Fig. 1: run 1, signal metal coverage by tile
(3 px per um) 30 x 15 tiles, from black (low) to pale yellow (high), scaled to the fullest tile. Values are wire area over tile area, all layers added.
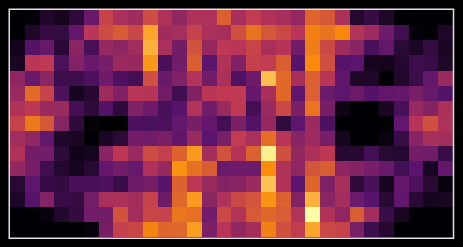
Fig. 2: run 1, signal wires on met3
(4 px per um)
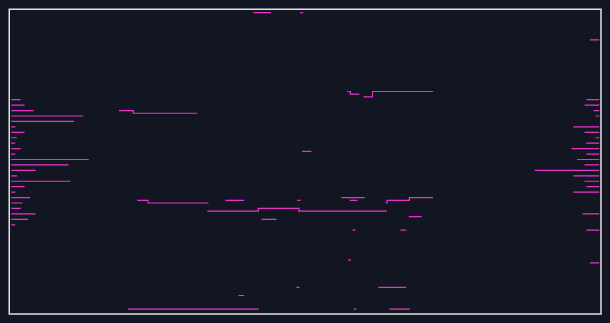
Fig. 3: run 1, the clock network
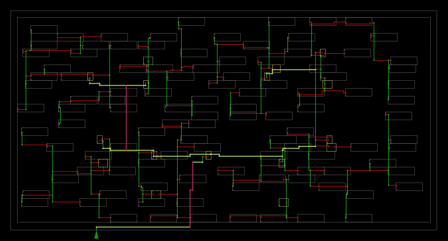
===== config.mk =====
export PLATFORM = sky130hd
export DESIGN_NAME = apb4_user_master_flat
export DESIGN_NICKNAME = d
export VERILOG_FILES = /design/src/rtl/apb4_user_master_if.sv /design/src/rtl/apb4_user_master.sv /design/src/flat_wrapper.sv
export SDC_FILE = /design/constraint.sdc
export NUM_CORES = 1
export LEC_CHECK = 0
export CORE_ASPECT_RATIO = 0.5
export CORE_MARGIN = 2
export CORE_UTILIZATION = 41
export CTS_BUF_LIST = sky130_fd_sc_hd__clkbuf_2
export DETAILED_ROUTE_END_ITERATION = 10
export PLACE_DENSITY = 0.82
export SLEW_MARGIN = 25
export SYNTH_ARGS = -nofsm -noshare
export SYNTH_HDL_FRONTEND = slang
export SYNTH_SLANG_ARGS = --single-unit

===== constraint.sdc =====
create_clock -name clk_i -period 2.05 [get_ports clk_i]
set_input_delay 0.205 -clock clk_i [delete_from_list [all_inputs] [get_ports clk_i]]
set_output_delay 0.205 -clock clk_i [all_outputs]
set_load 0.01 [all_outputs]

===== src/rtl/apb4_user_master_if.sv =====
// APB4 signal bundle between apb4_user_master and the user IP slaves it drives.
interface apb4_if;
    logic [31:0] paddr;
    logic [2:0]  pprot;
    logic        psel;
    logic        penable;
    logic        pwrite;
    logic [31:0] pwdata;
    logic [3:0]  pstrb;
    logic        pready;
    logic [31:0] prdata;
    logic        pslverr;

    modport master (
        output paddr, pprot, psel, penable, pwrite, pwdata, pstrb,
        input  pready, prdata, pslverr
    );

    modport slave (
        input  paddr, pprot, psel, penable, pwrite, pwdata, pstrb,
        output pready, prdata, pslverr
    );
endinterface


===== src/rtl/apb4_user_master.sv =====
// APB4 initiator: one valid/ready command in, one APB4 transfer out, one response back.
// Define APB_MST_TIMEOUT_EN to abort ACCESS after TIMEOUT_CYCLES cycles without pready.
module apb4_user_master #(
    parameter int unsigned TIMEOUT_CYCLES = 16,
    parameter logic [2:0]  PPROT_VAL      = 3'b000
) (
    input  logic        clk_i,
    input  logic        rst_n_i,
    input  logic        req_valid_i,
    output logic        req_ready_o,
    input  logic        req_write_i,
    input  logic [31:0] req_addr_i,
    input  logic [31:0] req_wdata_i,
    input  logic [3:0]  req_wstrb_i,
    output logic        rsp_valid_o,
    input  logic        rsp_ready_i,
    output logic [31:0] rsp_rdata_o,
    output logic        rsp_err_o,
    apb4_if.master      apb
);

    typedef enum logic [1:0] {
        IDLE,
        SETUP,
        ACCESS,
        RESP
    } state_t;

    state_t state;
    logic   timeout_hit;

    assign apb.pprot = PPROT_VAL;

    // Gated by reset so the command channel is closed while reset is held.
    assign req_ready_o = (state == IDLE) && rst_n_i;

`ifdef APB_MST_TIMEOUT_EN
    localparam int unsigned CNT_W = $clog2(TIMEOUT_CYCLES + 1);

    logic [CNT_W-1:0] wait_cnt;

    // Counts ACCESS cycles that ended without pready.
    always_ff @(posedge clk_i or negedge rst_n_i) begin
        if (!rst_n_i) begin
            wait_cnt <= '0;
        end else if (state == SETUP) begin
            wait_cnt <= '0;
        end else if (state == ACCESS && !apb.pready) begin
            wait_cnt <= wait_cnt + CNT_W'(1);
        end
    end

    assign timeout_hit = (wait_cnt == CNT_W'(TIMEOUT_CYCLES - 1));
`else
    logic unused_timeout_cfg;

    assign unused_timeout_cfg = (TIMEOUT_CYCLES != 0);
    assign timeout_hit        = 1'b0;
`endif

    always_ff @(posedge clk_i or negedge rst_n_i) begin
        if (!rst_n_i) begin
            state       <= IDLE;
            apb.psel    <= 1'b0;
            apb.penable <= 1'b0;
            apb.pwrite  <= 1'b0;
            apb.paddr   <= '0;
            apb.pwdata  <= '0;
            apb.pstrb   <= '0;
            rsp_valid_o <= 1'b0;
            rsp_rdata_o <= '0;
            rsp_err_o   <= 1'b0;
        end else begin
            case (state)
                IDLE: begin
                    if (req_valid_i) begin
                        apb.psel   <= 1'b1;
                        apb.paddr  <= req_addr_i;
                        apb.pwrite <= req_write_i;
                        apb.pwdata <= req_wdata_i;
                        apb.pstrb  <= req_write_i ? req_wstrb_i : 4'h0;
                        state      <= SETUP;
                    end
                end
                SETUP: begin
                    apb.penable <= 1'b1;
                    state       <= ACCESS;
                end
                ACCESS: begin
                    // A completing pready takes priority over a timeout in the same cycle.
                    if (apb.pready) begin
                        apb.psel    <= 1'b0;
                        apb.penable <= 1'b0;
                        rsp_valid_o <= 1'b1;
                        rsp_rdata_o <= apb.pwrite ? 32'h0 : apb.prdata;
                        rsp_err_o   <= apb.pslverr;
                        state       <= RESP;
                    end else if (timeout_hit) begin
                        apb.psel    <= 1'b0;
                        apb.penable <= 1'b0;
                        rsp_valid_o <= 1'b1;
                        rsp_rdata_o <= 32'h0;
                        rsp_err_o   <= 1'b1;
                        state       <= RESP;
                    end
                end
                RESP: begin
                    if (rsp_ready_i) begin
                        rsp_valid_o <= 1'b0;
                        state       <= IDLE;
                    end
                end
                default: state <= IDLE;
            endcase
        end
    end

endmodule


===== src/flat_wrapper.sv =====
// flat-port wrapper written by rule: the top's interface ports become plain ports
module apb4_user_master_flat 
#(
    parameter int unsigned TIMEOUT_CYCLES = 16,
    parameter logic [2:0]  PPROT_VAL      = 3'b000
)
  (clk_i, rst_n_i, req_valid_i, req_ready_o, req_write_i, req_addr_i, req_wdata_i, req_wstrb_i, rsp_valid_o, rsp_ready_i, rsp_rdata_o, rsp_err_o, apb_paddr, apb_pprot, apb_psel, apb_penable, apb_pwrite, apb_pwdata, apb_pstrb, apb_pready, apb_prdata, apb_pslverr);
  apb4_if apb_i ();
  input  logic clk_i;
  input  logic rst_n_i;
  input  logic req_valid_i;
  output logic req_ready_o;
  input  logic req_write_i;
  input  logic [31:0] req_addr_i;
  input  logic [31:0] req_wdata_i;
  input  logic [3:0] req_wstrb_i;
  output logic rsp_valid_o;
  input  logic rsp_ready_i;
  output logic [31:0] rsp_rdata_o;
  output logic rsp_err_o;
  output wire logic [$bits(apb_i.paddr)-1:0] apb_paddr;
  output wire logic [$bits(apb_i.pprot)-1:0] apb_pprot;
  output wire logic [$bits(apb_i.psel)-1:0] apb_psel;
  output wire logic [$bits(apb_i.penable)-1:0] apb_penable;
  output wire logic [$bits(apb_i.pwrite)-1:0] apb_pwrite;
  output wire logic [$bits(apb_i.pwdata)-1:0] apb_pwdata;
  output wire logic [$bits(apb_i.pstrb)-1:0] apb_pstrb;
  input wire logic [$bits(apb_i.pready)-1:0] apb_pready;
  input wire logic [$bits(apb_i.prdata)-1:0] apb_prdata;
  input wire logic [$bits(apb_i.pslverr)-1:0] apb_pslverr;
  assign apb_paddr = apb_i.paddr;
  assign apb_pprot = apb_i.pprot;
  assign apb_psel = apb_i.psel;
  assign apb_penable = apb_i.penable;
  assign apb_pwrite = apb_i.pwrite;
  assign apb_pwdata = apb_i.pwdata;
  assign apb_pstrb = apb_i.pstrb;
  assign apb_i.pready = apb_pready;
  assign apb_i.prdata = apb_prdata;
  assign apb_i.pslverr = apb_pslverr;
  apb4_user_master #(.TIMEOUT_CYCLES(TIMEOUT_CYCLES), .PPROT_VAL(PPROT_VAL)) u_core (.clk_i(clk_i), .rst_n_i(rst_n_i), .req_valid_i(req_valid_i), .req_ready_o(req_ready_o), .req_write_i(req_write_i), .req_addr_i(req_addr_i), .req_wdata_i(req_wdata_i), .req_wstrb_i(req_wstrb_i), .rsp_valid_o(rsp_valid_o), .rsp_ready_i(rsp_ready_i), .rsp_rdata_o(rsp_rdata_o), .rsp_err_o(rsp_err_o), .apb(apb_i));
endmodule

==> run notes, run 1 <==
yosys + openroad results -> Cells after DPL=665, Tot Pwr=0.009315 W, Top delay family on crit path=flip-flops, routed vias/inst=4.675, combinational power=0.00477 W, Max Clock Freq=529.0 MHz, P_int=0.006202 W, worst slew pin tran=0.6020 ns, post-CTS repair timing setup buffer count=2, via count=3,198, cell with the most instances after synthesis=dfrtp_1, largest net degree at the start of global routing=108, Rel. slew slack=0.5986, chip width=147.6 um, gr ovfl total=0, final setup TNS=0 ns, 1st-iter DRT viols=153, xor+xnor area frac=0, area leader, netlist=dfrtp_1, VDD IR-drop max=679.5 uV, final setup violating endpoints=0, Tap Count=140, dpl hpwl=7830 um, Commonest cells post-synth=107 x dfrtp_1, 61 x mux2_2, 42 x nand2_1, 37 x o21ai_0, 32 x nand2b_1, Mapped Area=4227 um^2, Post-synth regs=107, Worst EP arrival=1.69 ns, CP Launch Type=flip-flop, initial antenna violation count=0, setup ws final=0.1598 ns, met1 usage=0.2239, Seq power=0.00362 W, Post-synth seq share=0.6335, Num CTS Buffers=9, # fillers=790, critical path startpoint=u_core.state[0]$_DFFE_PN0P_, yosys simple share=0.08792, status=completed, Seq/total area=0.4026, number of warnings in the stage logs=31, PostCTS Resize Cnt=4, H-tree depth=3, number of distinct library cells after synthesis=20, Syn Area/Cell=12.96 um^2, Final Hold Vio Count=0, critical path type=reg2out, WP buf/inv=2, dominant logic cell type in the layout=clkdlybuf4s50_1, Hold Worst Slack=0.1421 ns, Clock Skews=0.01469 ns, Final Cell Area=6651 um^2, max_cap viols=0, Power Dens Cells=1401 nW/um^2, met3 WL=405 um, cell count listed in synth_stat.txt=326
About Fig. 1:
8.2% of the tiles are nearly empty. The mean over all tiles is 0.15. The fullest tile reaches 0.44. 22% of the tiles are over half the peak. The densest ninth of the die: south.

About Fig. 2:
57 nets have wire on it. The layer carries 405 um of wire. The wires run mostly horizontal. The longest straight run is 32.4 um.

About Fig. 3:
clkbuf count: 9
clk pwr: 0.000925 W

--- run 2 (diff from run 1) ---
--- a/config.mk
+++ b/config.mk
@@ -10,6 +10,7 @@
 export CORE_UTILIZATION = 41
 export CTS_BUF_LIST = sky130_fd_sc_hd__clkbuf_2
 export DETAILED_ROUTE_END_ITERATION = 10
+export GPL_TIMING_DRIVEN = 0
 export PLACE_DENSITY = 0.82
 export SLEW_MARGIN = 25
 export SYNTH_ARGS = -nofsm -noshare
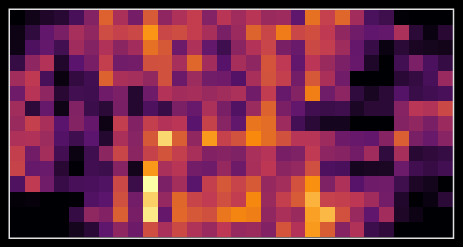
Fig. 4. Signal metal coverage by tile (run 2).
(3 px per um) 30 x 15 tiles, from black (low) to pale yellow (high), scaled to the fullest tile. Values are wire area over tile area, all layers added.
The densest ninth of the die: south. The mean over all tiles is 0.16. The fullest tile reaches 0.47. 23% of the tiles are over half the peak. 7.6% of the tiles are nearly empty.

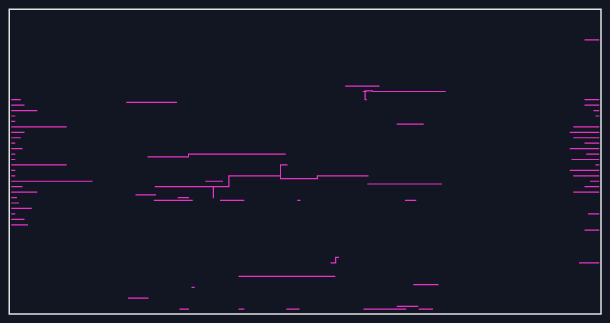
Fig. 5. Signal wires on met3 (run 2).
(4 px per um)
The wires run mostly horizontal. The layer holds 3.9% of the routed length.

==> run notes, run 2 <==
yosys + openroad results -> Mapped Area=4227 um^2, yosys simple share=0.08792, critical path startpoint=rst_n_i, cell with the most instances after synthesis=dfrtp_1, max_cap viols=0, number of distinct library cells after synthesis=20, Post-synth seq share=0.6335, CP Launch Type=primary input, Seq power=0.00365 W, dominant logic cell type in the layout=clkdlybuf4s50_1, # fillers=765, number of warnings in the stage logs=29, WP buf/inv=7, Routed WL per cell=16.25 um, area leader, netlist=dfrtp_1, initial antenna violation count=1, Worst EP arrival=1.79 ns, post-CTS repair timing setup buffer count=2, Max Clock Freq=502.3 MHz, critical path type=in2out, Clock Skews=0.01665 ns, Seq/total area=0.3872, chip width=147.6 um, Final Hold Vio Count=0, combinational power=0.00484 W, Num CTS Buffers=9, clk pwr=0.00111 W, largest net degree at the start of global routing=57, status=completed, via count=3,303, Cells after DPL=681, Hold Worst Slack=0.1307 ns, Tap Count=140, Commonest cells post-synth=107 x dfrtp_1, 61 x mux2_2, 42 x nand2_1, 37 x o21ai_0, 32 x nand2b_1, Syn Area/Cell=12.96 um^2, met1 usage=0.2530, gr ovfl total=0, xor+xnor area frac=0, Post-synth regs=107, setup ws final=0.05902 ns, met3 WL=443 um, VDD IR-drop max=613.5 uV, dpl hpwl=8439 um, 1st-iter DRT viols=185, Comb area=1448 um^2, P_int=0.006461 W, routed vias/inst=4.665, PostCTS Resize Cnt=2, Power Dens Cells=1390 nW/um^2, Top delay family on crit path=buffers and inverters, clkbuf count=9
--- run 3 (diff from run 2) ---
--- a/config.mk
+++ b/config.mk
@@ -10,8 +10,10 @@
 export CORE_UTILIZATION = 41
 export CTS_BUF_LIST = sky130_fd_sc_hd__clkbuf_2
 export DETAILED_ROUTE_END_ITERATION = 10
+export GPL_ROUTABILITY_DRIVEN = 0
 export GPL_TIMING_DRIVEN = 0
 export PLACE_DENSITY = 0.82
+export REMOVE_ABC_BUFFERS = 1
 export SLEW_MARGIN = 25
 export SYNTH_ARGS = -nofsm -noshare
 export SYNTH_HDL_FRONTEND = slang
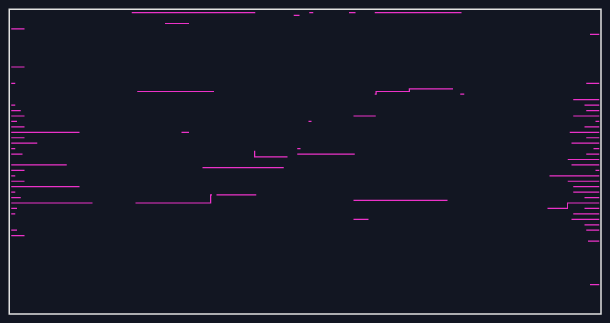
Fig. 6. Signal wires on met3 (run 3).
(4 px per um)
The layer holds 4.5% of the routed length. The layer carries 461 um of wire. The longest straight run is 30.6 um.

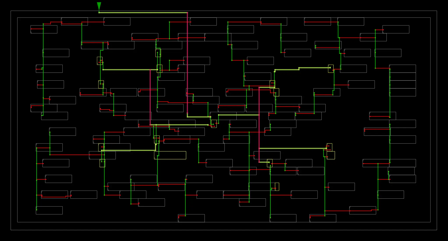
Fig. 7. The clock network (run 3).
flop count: 107
clkbuf count: 10
Clock Skews: 0.01783 ns

==> run notes, run 3 <==
yosys + openroad results -> Mapped Area=4227 um^2, number of distinct library cells after synthesis=20, CTS tree=done, n_diodes=0, gr ovfl total=0, height of the die=75.80 um, setup ws final=0.1616 ns, VDD IR-drop max=474.1 uV, Routed WL per cell=15.13 um, ANT nets after route=0, Tap Count=140, pre-CTS setup slack=0.1365 ns, Largest Pwr Group=combinational cells, Syn Area/Cell=12.96 um^2, status=completed, die area=11,190 um^2, Non-Clock Inverter Count=6, area leader, netlist=dfrtp_1, comb area leader=multiplexers, met3 WL=461 um, Worst EP arrival=1.68 ns, critical path type=reg2out, # fillers=779, NonClk Buf Share=0.3338, max_cap viols=0, Seq power=0.00370 W, routed vias/inst=4.562, Power Dens Cells=1398 nW/um^2, Seq/total area=0.4016, bufs w/o clock=218, cell class ranked first by area=sequential cells, Tot Pwr=0.009336 W, Post-synth ARST share=1.000, yosys simple share=0.08792, critical path required time=1.85 ns, Final Hold Vio Count=0, dpl hpwl=7512 um, via count=3,111, dominant logic cell type in the layout=clkdlybuf4s50_1, cell with the most instances after synthesis=dfrtp_1, Max Clock Freq=529.5 MHz, Top delay family on crit path=flip-flops, 1st-iter DRT viols=145, Post-synth seq share=0.6335, Critical R2R Capture=u_core.state[1]$_DFFE_PN0P_, critical path startpoint=u_core.state[0]$_DFFE_PN0P_, Area leader share=0.6335, final setup TNS=0 ns, Final Cell Area=6676 um^2, Switching Fraction=0.3250, largest net degree at the start of global routing=62, P_int=0.006301 W, number of warnings in the stage logs=28, post-CTS repair timing setup buffer count=2, met1 usage=0.2044, Max Used Layer=met4, clock share of power=0.102, combinational power=0.00469 W, CP Launch Type=flip-flop, most used flip-flop cell=dfrtp_1, Clock Sinks=107, Hold Worst Slack=0.1104 ns, EDFF count, synth=0, Critical Path Sink=req_ready_o, xor+xnor area frac=0, LEAKAGE=2.861 nW, PostCTS Resize Cnt=7, number of port buffers=212, WP buf/inv=2, Commonest cells post-synth=107 x dfrtp_1, 61 x mux2_2, 42 x nand2_1, 37 x o21ai_0, 32 x nand2b_1, Comb area=1463 um^2, Post-synth regs=107, clk pwr=0.000951 W, Reg power frac=0.396, final cell count without fillers=682, Cells after DPL=663, worst skew pair latency=0.57 ns, FP Core Util=0.4178, routed wire length=10,320 um, Num CTS Buffers=9, worst flop-to-flop path startpoint=u_core.state[1]$_DFFE_PN0P_, final setup violating endpoints=0, DRC=0, initial antenna violation count=0, H-tree depth=3, cell count listed in synth_stat.txt=326, NetSw=0.003034 W, ClkCell Share=0.01593, crit path time final=1.888 ns, chip width=147.6 um
No activity file was given, so power comes from the tool's default toggle rates.
